==> images/power_grid.png <==
Drawn at 6 px/um. Pins as bars on the die edge. Tap cells in gray.
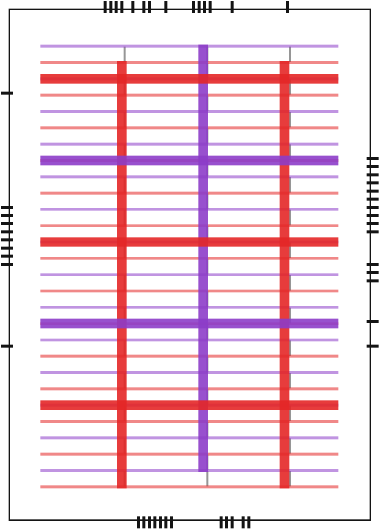
==> images/placement_by_type.png <==
Drawn at 6 px/um. Fill, decap, tap and diode cells in gray.
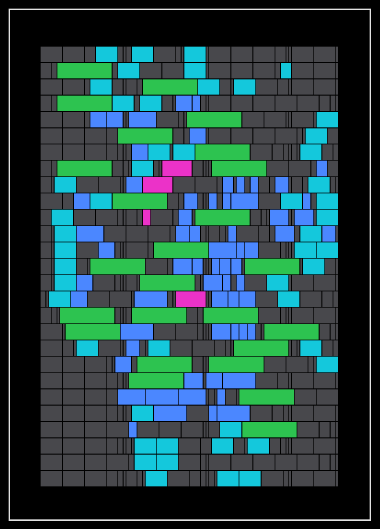
==> images/clk_routes.png <==
Drawn at 4 px/um.
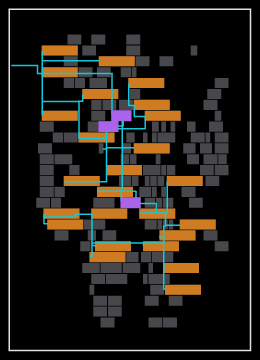
==> images/wires.png <==
Drawn at 6 px/um.
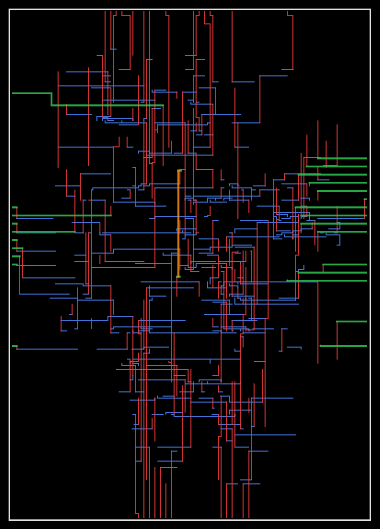
==> images/congestion.png <==
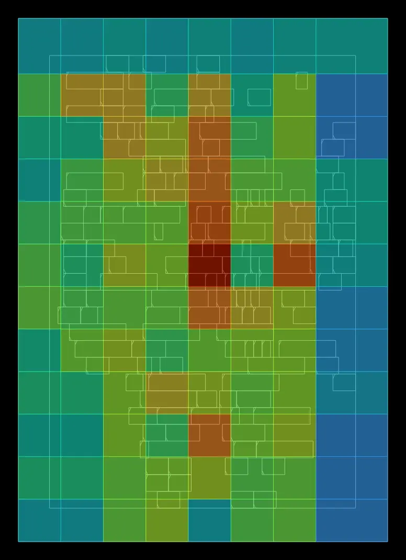
==> config.mk <==
export PLATFORM = sky130hd
export DESIGN_NAME = fsm_ctrl_param
export DESIGN_NICKNAME = d
export VERILOG_FILES = /design/src/rtl/fsm_ctrl_param.sv
export SDC_FILE = /design/constraint.sdc
export NUM_CORES = 1
export LEC_CHECK = 0
export CORE_ASPECT_RATIO = 1.5
export CORE_MARGIN = 5
export CORE_UTILIZATION = 30
export CTS_CLUSTER_DIAMETER = 150
export DETAILED_ROUTE_END_ITERATION = 8
export PLACE_DENSITY_LB_ADDON = 0.2
export SLEW_MARGIN = 20
export SYNTH_ARGS = -nofsm -noshare
export SYNTH_HDL_FRONTEND = slang
export SYNTH_SLANG_ARGS = --single-unit
==> constraint.sdc <==
create_clock -name clk -period 3.75 [get_ports clk]
set_input_delay 0.75 -clock clk [delete_from_list [all_inputs] [get_ports clk]]
set_output_delay 0.75 -clock clk [all_outputs]
set_load 0.05 [all_outputs]
==> src/rtl/fsm_ctrl_param.sv <==
// Control FSM for an N-FIFO datapath: latches/validates watermark thresholds,
// filters the idle decision over consecutive all-empty cycles, records FIFO errors.
module fsm_ctrl_param #(
    parameter int NFIFO    = 10,
    parameter int TW       = 3,
    parameter int IDLE_CYC = 2
) (
    input  logic             clk,
    input  logic             reset,
    input  logic             init,
    input  logic [TW-1:0]    umbral_alto,
    input  logic [TW-1:0]    umbral_bajo,
    input  logic [NFIFO-1:0] FIFO_empty,
    input  logic [NFIFO-1:0] FIFO_error,
    output logic [TW-1:0]    interno_alto,
    output logic [TW-1:0]    interno_bajo,
    output logic             idle,
    output logic             error,
    output logic             cfg_err,
    output logic [NFIFO-1:0] err_fifo,
    output logic [2:0]       state
);

    localparam int CW = $clog2(IDLE_CYC + 1);

    typedef enum logic [2:0] {
        S_RESET  = 3'd0,
        S_INIT   = 3'd1,
        S_IDLE   = 3'd2,
        S_ACTIVE = 3'd3,
        S_ERROR  = 3'd4
    } state_t;

    state_t            r_state;
    state_t            w_nxt;
    logic [CW-1:0]     r_cnt;
    logic [CW-1:0]     w_cnt_nxt;
    logic [TW-1:0]     r_alto;
    logic [TW-1:0]     r_bajo;
    logic              r_cfg_valid;
    logic              r_cfg_err;
    logic              r_idle;
    logic              r_error;
    logic [NFIFO-1:0]  r_err_fifo;
    logic              w_all_empty;
    logic              w_any_err;
    logic              w_cfg_ok;

    assign w_all_empty = &FIFO_empty;
    assign w_any_err   = |FIFO_error;
    assign w_cfg_ok    = umbral_bajo < umbral_alto;

    always_comb begin
        w_nxt     = r_state;
        w_cnt_nxt = '0;
        case (r_state)
            S_RESET: w_nxt = S_INIT;
            S_INIT: begin
                if (!init && r_cfg_valid) w_nxt = S_IDLE;
            end
            S_IDLE: begin
                if (w_any_err)         w_nxt = S_ERROR;
                else if (init)         w_nxt = S_INIT;
                else if (!w_all_empty) w_nxt = S_ACTIVE;
            end
            S_ACTIVE: begin
                if (w_any_err)      w_nxt = S_ERROR;
                else if (init)      w_nxt = S_INIT;
                else if (w_all_empty) begin
                    // The current cycle is the IDLE_CYC-th consecutive all-empty one
                    if (r_cnt >= CW'(IDLE_CYC - 1)) w_nxt = S_IDLE;
                    else if (r_cnt < CW'(IDLE_CYC)) w_cnt_nxt = r_cnt + CW'(1);
                    else                            w_cnt_nxt = r_cnt;
                end
            end
            S_ERROR: w_nxt = S_ERROR;
            default: w_nxt = S_RESET;
        endcase
    end

    always_ff @(posedge clk or negedge reset) begin
        if (!reset) begin
            r_state     <= S_RESET;
            r_cnt       <= '0;
            r_alto      <= '0;
            r_bajo      <= '0;
            r_cfg_valid <= 1'b0;
            r_cfg_err   <= 1'b0;
            r_idle      <= 1'b0;
            r_error     <= 1'b0;
            r_err_fifo  <= '0;
        end else begin
            r_state <= w_nxt;
            r_cnt   <= w_cnt_nxt;
            r_idle  <= (w_nxt == S_IDLE);
            r_error <= (w_nxt == S_ERROR);
            if (r_state == S_INIT && init) begin
                if (w_cfg_ok) begin
                    r_alto      <= umbral_alto;
                    r_bajo      <= umbral_bajo;
                    r_cfg_valid <= 1'b1;
                    r_cfg_err   <= 1'b0;
                end else begin
                    r_cfg_err   <= 1'b1;
                end
            end else if (r_state != S_INIT && w_nxt == S_INIT) begin
                r_cfg_valid <= 1'b0;
            end
            if (w_nxt == S_ERROR) r_err_fifo <= r_err_fifo | FIFO_error;
        end
    end

    assign interno_alto = r_alto;
    assign interno_bajo = r_bajo;
    assign idle         = r_idle;
    assign error        = r_error;
    assign cfg_err      = r_cfg_err;
    assign err_fifo     = r_err_fifo;
    assign state        = r_state;

endmodule

==> run summary <==
The synthesis and PnR run went through. The flow ran to the end, and the final reports show no timing, DRC or antenna violations. The wire-length estimate of the detail-placed layout is 2126 um. 0 antenna diodes ended up in the layout. Summed over all instances, the cell type with the most area after synthesis is dfrtp_1. Setup repair after global routing left no endpoint under its margin. Ranked by instance count, the synthesized netlist is headed by dfrtp_1, a21o_1, inv_1, nor2_1, mux2_4. CTS clock-pin slew for the worst setup and hold paths landed at 0.08 ns. STA classifies the critical path endpoint as a flip-flop. Power in the clock group landed at 0.000154 W. The net count of the finished layout is 176.

Number of levels in the clock H-tree landed at 1. Via density per instance landed at 4.747. After the flow finishes, the layout carries non-filler instances totaling 186. Post-synth design cell area landed at 1122 um2. TritonCTS built the clock tree. Global routing met3 resource utilization landed at 2.892%. Register area share after synthesis landed at 55.74%.

Final cycle utilization of the critical path landed at 63.07%. The report lists the power per cell area as 640.4 nW/um2. Cell area reported after detailed placement landed at 1654 um2.

According to the timing report, the critical path is captured at interno_alto[1]$_DFFE_PN0P_. Yosys reports a chip area of 1122 um2. Measured in cells, the most critical reg-to-reg path has a length of 4. In the global route stage, met1 resource usage came out at 12.27%. Routed wire length landed at 2596 um.

Count of buffer and inverter cells on the critical path landed at 2. Synthesis inferred 25 register bits. The worst setup path is launched from an input pin. Number of buffers created by CTS landed at 3. Global routing finished with a remaining overflow of 0.

Of all nets on the critical path, the largest fanout is 8. For the worst min-delay path, the startpoint reported by OpenROAD is err_fifo[8]$_DFFE_PN0P_. Final total power landed at 0.001085 W.

Per the OpenROAD power report, leakage power amounts to 0.7195 nW. Sorting the synthesized cells by area gives the leading types as dfrtp_1, a21o_1, mux2_4, ha_1, inv_1. Per STA, the worst path is made up of clkdlybuf4s50_1 > inv_1 > ha_1 > a21o_1 > a211o_1 > mux2_4. Routed length per placed instance landed at 13.96 um.
Notes on power_grid.png above:
Key: purple = VDD; red = VSS
51 signal pins sit on the boundary. The core has 27 rows. 43 tap cells. 5 straps on met5.

Notes on placement_by_type.png above:
Key: magenta = clock drivers and dummy loads [cells 4]; green = sequential cells [cells 25]; cyan = remaining buffers and delay cells [cells 50]; blue = combinational and other logic [cells 64]
post-route design area: 1694 um2
floorplan core area: 3649 um2
Seq area share: 36.93%
Rows: 27
Final Core Density: 46.43%

Notes on clk_routes.png above:
Key: cyan = clock wires [length 289 um]; orange = flip-flops [count 25]; purple = clock drivers [count 3]
There are 4 routed clock nets.

Notes on wires.png above:
Key: blue = metal 1 [wire length 980 um]; green = metal 3 [wire length 193 um]; orange = metal 4 [wire length 17.7 um]; red = metal 2 [wire length 1,410 um]

Notes on congestion.png above:
met2 Use GR: 18.90%
GRT Max-Usage Layer: met2

## layout make-up
cell class,count,area [um2],share of cell area (%)
repair buffers,50,495.5,29.25
inverters,7,26.28,1.551
multi-input cells,57,447.9,26.44
well taps,43,53.80,3.176
clock buffers,4,45.04,2.659
flip-flops and latches,25,625.6,36.93
## state kept, by name (all words and copies together), names as in the netlist
name and flops:
err_fifo 10, state 3, idle 1, cfg_err 1, interno_alto 3, error 1
r_cnt 2, interno_bajo 3, r_cfg_valid 1
## logic make-up (layout without fill, tap and decap cells)
logic type                 count (synthesis)  after routing  share of synthesized area, %
xor gates and xnor gates                   1              1                        0.7805
AOI/OAI and AO/OA                         21             21                         14.27
buffers and inverters                      9             61                         4.348
DFF                                       25             25                         55.74
adders and majority gates                  3              3                         3.345
muxes                                      6              6                         8.027
and+or+nand+nor                           26             26                         13.49
No activity file was given, so power comes from the tool's default toggle rates.
